## src/rtl/uart_capture_sequencer.sv

```systemverilog
// Capture sequencer for the UART byte decoder: arms on command, waits for a
// masked trigger byte, buffers a burst of decoded bytes and hands them out over valid/ready.
module uart_capture_sequencer #(
  parameter int DEPTH   = 8,
  parameter int TIMEOUT = 1024,
  parameter int AW      = 3
) (
  input  logic          clk_i,
  input  logic          rst_i,
  input  logic          arm_i,
  input  logic          abort_i,
  input  logic          trig_en_i,
  input  logic [7:0]    trig_byte_i,
  input  logic [7:0]    trig_mask_i,
  input  logic [7:0]    dec_data_i,
  input  logic          dec_valid_i,
  input  logic          dec_detected_i,
  output logic          dec_detect_only_o,
  output logic          rd_valid_o,
  input  logic          rd_ready_i,
  output logic [7:0]    rd_data_o,
  output logic [1:0]    state_o,
  output logic [AW:0]   count_o,
  output logic [7:0]    act_count_o,
  output logic          timed_out_o
);

  typedef enum logic [1:0] {
    S_IDLE    = 2'd0,
    S_ARMED   = 2'd1,
    S_CAPTURE = 2'd2,
    S_DONE    = 2'd3
  } state_e;

  localparam int             TW        = $clog2(TIMEOUT) + 1;
  localparam logic [TW-1:0]  IDLE_LAST = TW'(TIMEOUT - 1);
  localparam logic [AW:0]    DEPTH_C   = (AW + 1)'(DEPTH);
  localparam logic [AW:0]    ONE_C     = (AW + 1)'(1);

  state_e          state_q, state_d;
  logic [AW:0]     count_q, count_d;
  logic [AW:0]     rd_ptr_q, rd_ptr_d;
  logic [TW-1:0]   idle_cnt_q, idle_cnt_d;
  logic [7:0]      act_q, act_d;
  logic            timed_out_q, timed_out_d;
  logic [7:0]      mem_q [DEPTH];

  logic            wr_en;
  logic [AW-1:0]   wr_addr;
  logic            trig_hit;
  logic            rd_valid_c;

  assign trig_hit   = !trig_en_i || (((dec_data_i ^ trig_byte_i) & trig_mask_i) == 8'h00);
  assign rd_valid_c = (state_q == S_DONE) && (rd_ptr_q < count_q);

  always_ff @(posedge clk_i or posedge rst_i) begin
    if (rst_i) begin
      state_q     <= S_IDLE;
      count_q     <= '0;
      rd_ptr_q    <= '0;
      idle_cnt_q  <= '0;
      act_q       <= '0;
      timed_out_q <= 1'b0;
    end else begin
      state_q     <= state_d;
      count_q     <= count_d;
      rd_ptr_q    <= rd_ptr_d;
      idle_cnt_q  <= idle_cnt_d;
      act_q       <= act_d;
      timed_out_q <= timed_out_d;
    end
  end

  // Buffer contents are don't-care after reset, so no reset term here.
  always_ff @(posedge clk_i) begin
    if (wr_en) mem_q[wr_addr] <= dec_data_i;
  end

  always_comb begin
    state_d     = state_q;
    count_d     = count_q;
    rd_ptr_d    = rd_ptr_q;
    idle_cnt_d  = idle_cnt_q;
    act_d       = act_q;
    timed_out_d = timed_out_q;
    wr_en       = 1'b0;
    wr_addr     = count_q[AW-1:0];

    if (abort_i) begin
      state_d  = S_IDLE;
      count_d  = '0;
      rd_ptr_d = '0;
    end else begin
      unique case (state_q)
        S_IDLE: begin
          if (dec_detected_i && (act_q != 8'hFF)) act_d = act_q + 8'd1;
          if (arm_i) begin
            state_d     = S_ARMED;
            count_d     = '0;
            rd_ptr_d    = '0;
            idle_cnt_d  = '0;
            timed_out_d = 1'b0;
          end
        end
        S_ARMED: begin
          if (dec_valid_i && trig_hit) begin
            wr_en      = 1'b1;
            wr_addr    = '0;
            count_d    = ONE_C;
            idle_cnt_d = '0;
            state_d    = S_CAPTURE;
          end
        end
        S_CAPTURE: begin
          // A byte on the expiry cycle wins over the timeout.
          if (dec_valid_i) begin
            if (count_q < DEPTH_C) begin
              wr_en      = 1'b1;
              count_d    = count_q + ONE_C;
              idle_cnt_d = '0;
              if (count_q + ONE_C == DEPTH_C) state_d = S_DONE;
            end
          end else if (idle_cnt_q == IDLE_LAST) begin
            state_d     = S_DONE;
            timed_out_d = 1'b1;
          end else begin
            idle_cnt_d = idle_cnt_q + TW'(1);
          end
        end
        S_DONE: begin
          if (rd_valid_c && rd_ready_i) begin
            rd_ptr_d = rd_ptr_q + ONE_C;
            if (rd_ptr_q + ONE_C == count_q) state_d = S_IDLE;
          end
        end
        default: state_d = S_IDLE;
      endcase
    end
  end

  assign dec_detect_only_o = (state_q == S_IDLE) || (state_q == S_DONE);
  assign rd_valid_o        = rd_valid_c;
  assign rd_data_o         = rd_valid_c ? mem_q[rd_ptr_q[AW-1:0]] : '0;
  assign state_o           = state_q;
  assign count_o           = count_q;
  assign act_count_o       = act_q;
  assign timed_out_o       = timed_out_q;

endmodule
```

## config.mk

```make
export PLATFORM = sky130hd
export DESIGN_NAME = uart_capture_sequencer
export DESIGN_NICKNAME = d
export VERILOG_FILES = /design/src/rtl/uart_capture_sequencer.sv
export SDC_FILE = /design/constraint.sdc
export NUM_CORES = 1
export LEC_CHECK = 0
export ABC_CLOCK_PERIOD_IN_PS = 2300
export CORE_MARGIN = 1
export CORE_UTILIZATION = 49
export CTS_CLUSTER_DIAMETER = 80
export CTS_CLUSTER_SIZE = 20
export DETAILED_ROUTE_END_ITERATION = 8
export PLACE_DENSITY_LB_ADDON = 0.12
export SETUP_SLACK_MARGIN = 0.05
export SLEW_MARGIN = 20
export SYNTH_ARGS = -nofsm -noshare
export SYNTH_HDL_FRONTEND = slang
export SYNTH_SLANG_ARGS = --single-unit
```

## constraint.sdc

```tcl
create_clock -name clk_i -period 2.3 [get_ports clk_i]
set_input_delay 0.345 -clock clk_i [delete_from_list [all_inputs] [get_ports clk_i]]
set_output_delay 0.345 -clock clk_i [all_outputs]
set_load 0.02 [all_outputs]
```

Fig. 1: clock routing
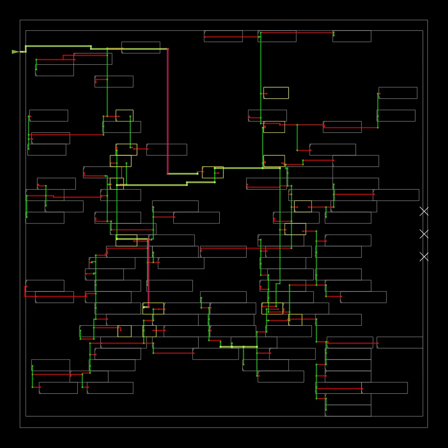
clk sinks: 94
total clock network power: 1070 uW

Fig. 2: M3 wires
(4 px per um) Cells faint in the background.
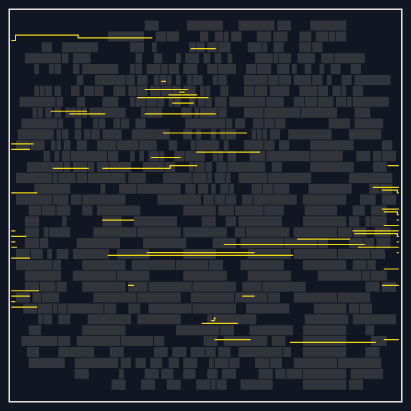
The layer holds 4.8% of the routed length. 49 nets have wire on it. The longest straight run is 46.0 um.
Global Route met3 Usage: 3.08%
WL final: 10,100 um
via count: 3,178

==> results.py <==
# Synthesis and PnR figures
metrics = {
    "final_timing": {
        "achievable-frequency_mhz": 403,
        "final-setup-viol-count": 13,
        "worstMarginPinSlew_ns": 0.672,
        "fin_skew_ns": 0.0102,
        "setup_repair_after_global_routing_missed_its_margin": "yes",
        "final_max_slew_viol_count": 0,
        "fin_worst_hold_slack_ns": 0.376,
        "worst_slack_ns": -0.181,
        "timing.final.crit_share_pct": 108,
        "post-route-min-period_ns": 2.48,
    },
    "layout": {
        "post_layout_nonfiller_instances": 575,
        "largest_reg_flops": 64,
        "share_of_cell_area_taken_by_flip_flops_and_latches_pct": 44.5,
        "clkCellAreaFrac_pct": 3.28,
        "commonest_non_fill_non_tap_cells_in_the_layout": "64 x edfxtp_1, 60 x buf_4, 46 x clkdlybuf4s50_1",
        "top_area_cell_class": "flip-flops and latches",
        "final-nonclk-buf-share_pct": 18.5,
        "logic_area_um2": 1830,
        "comb_area_share_pct": 30.5,
        "insertedDiodeCount": 0,
        "inverters": 16,
        "layout.clock_buffers": 9,
        "multi_input_comb_cells": 220,
        "ff_latch_area_um2": 2680,
    },
    "clock_tree": {
        "ctsResizeCount": 54,
        "clock_tree.root_cell": "clkbuf_8",
        "later_pin_clock_latency_in_the_skew_report_ns": 0.36,
        "clock_tree.htree_level_count": 3,
        "clk_pin_slew_worst_paths_ns": 0.10,
        "max-clock-path-buffers": 2,
        "cts.hold.buffers_added": 0,
        "cts-buffers-inserted": 9,
    },
    "die": {
        "top_level_ports": 57,
        "floorplanUtilization_pct": 51.0,
        "core-area_um2": 8810,
        "n_tap_cell": 108,
        "die.size.y_um": 97.7,
        "die-width_um": 97.7,
    },
    "pwr": {
        "power.static_leakage_uw": 0.00229,
        "seq_cell_power_uw": 1980,
        "power.density_nw_per_um2": 734,
        "clock_power_share_pct": 24.2,
        "p_int_uw": 2990,
        "power_uw": 4420,
        "dominant_power_group": "sequential cells",
        "combinational_fraction_of_design_power_pct": 30.9,
        "pwr.group.combinational_uw": 1370,
        "switching_power_uw": 1420,
    },
    "synthesis": {
        "ys_area_um2": 4490,
        "aoi_share_pct": 9.19,
        "post_synth.cell_area_avg_um2": 13.2,
        "synth_simple_gate_area_share_pct": 10.8,
        "synth.top_cell.area_share_pct": 42.8,
        "asyncSetResetFlopFracSynth_pct": 31.9,
        "ys_types": 51,
        "ys_top_cells_by_area": "edfxtp_1 43%, dfrtp_1 17%, mux4_2 8.0%",
        "adder_cell_share_of_the_synthesized_area_pct": 3.34,
        "synth-edff-count": 64,
        "yosys-dominant-comb-family": "multiplexers",
        "yosysSeqAreaShare_pct": 59.5,
        "ys_sh_xor_pct": 3.90,
        "mux_area_share_pct": 11.0,
        "synthesis.instances": 339,
    },
    "setup_path": {
        "startpoint": "count_o[1]$_DFFE_PP0P_",
        "length_in_cells_of_the_worst_reg_to_reg_path": 9,
        "critical-path-top-delay-family": "AND-OR/OR-AND gates",
        "cp_cell_sequence": "inv_2 > ha_4 > nor2b_4 > o21a_1 > o21a_1 > buf_4 > o31a_1 > a2111oi_4 > mux2_4",
        "crit-reg2reg-capture": "state_o[0]$_DFFE_PP0P_",
        "path_common_cell": "o21a_1",
        "critical_path.max_fanout": 2,
        "critical_path.startpoint_type": "register",
        "cp.depth": 9,
        "cp.buffers_inverters": 2,
        "timing.critical_path.to_type": "register",
        "arrival_ns": 2.72,
        "criticalPathCategory": "register to register",
        "critPathSlowestCell": "a2111oi_4",
        "worstReg2RegStart": "count_o[1]$_DFFE_PP0P_",
    },
    "placement": {
        "port_buffers": 56,
        "place_area_um2": 5670,
        "dp_hpwl_um": 7510,
        "dpl.cell_count": 555,
        "place_worst_setup_slack_ns": -0.276,
    },
    "route": {
        "drt_iter0_drc": 130,
        "first_pass_iters": 6,
        "ant_nets": 0,
        "met2WireLength_um": 5020,
        "post-route-drc-count": 6,
        "wl_met3_um": 481,
        "vias_per_cell": 5.53,
    },
    "global_route": {
        "largest_net_degree_at_the_start_of_global_routing": 31,
        "top_usage_layer": "met2",
        "first_global_vias": 3235,
        "grt_antenna_before_repair": 0,
        "globalRouteMet1Util_pct": 31.9,
        "grt.total_usage_pct": 22.5,
    },
    "hold_path": {
        "min_path_type": "primary input to asynchronous set/reset pin",
    },
    "run_status": {
        "violated_checks": "design-rule violations, negative setup slack",
        "outcome": "complete, but fails checks",
    },
}
Fig. 3: cells by drive strength
(3 px per um)
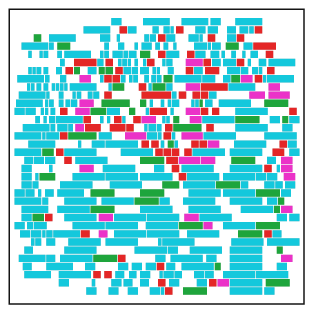
Key: drive 3 to 4 = red [cells 71, share 15%, most used buf_4]; drive 1 or less = cyan [cells 322, share 69%, most used edfxtp_1]; drive 6 and up = magenta [cells 29, share 6.2%]; drive 2 = green [cells 45, share 9.6%, most used mux4_2]
Area Overhead vs Synth: 34.0%
min setup slack post-route: -0.181 ns
Non-clk bufs: 121
Post-Layout Inst Area: 6020 um2

Power and IR drop assume default switching activity.
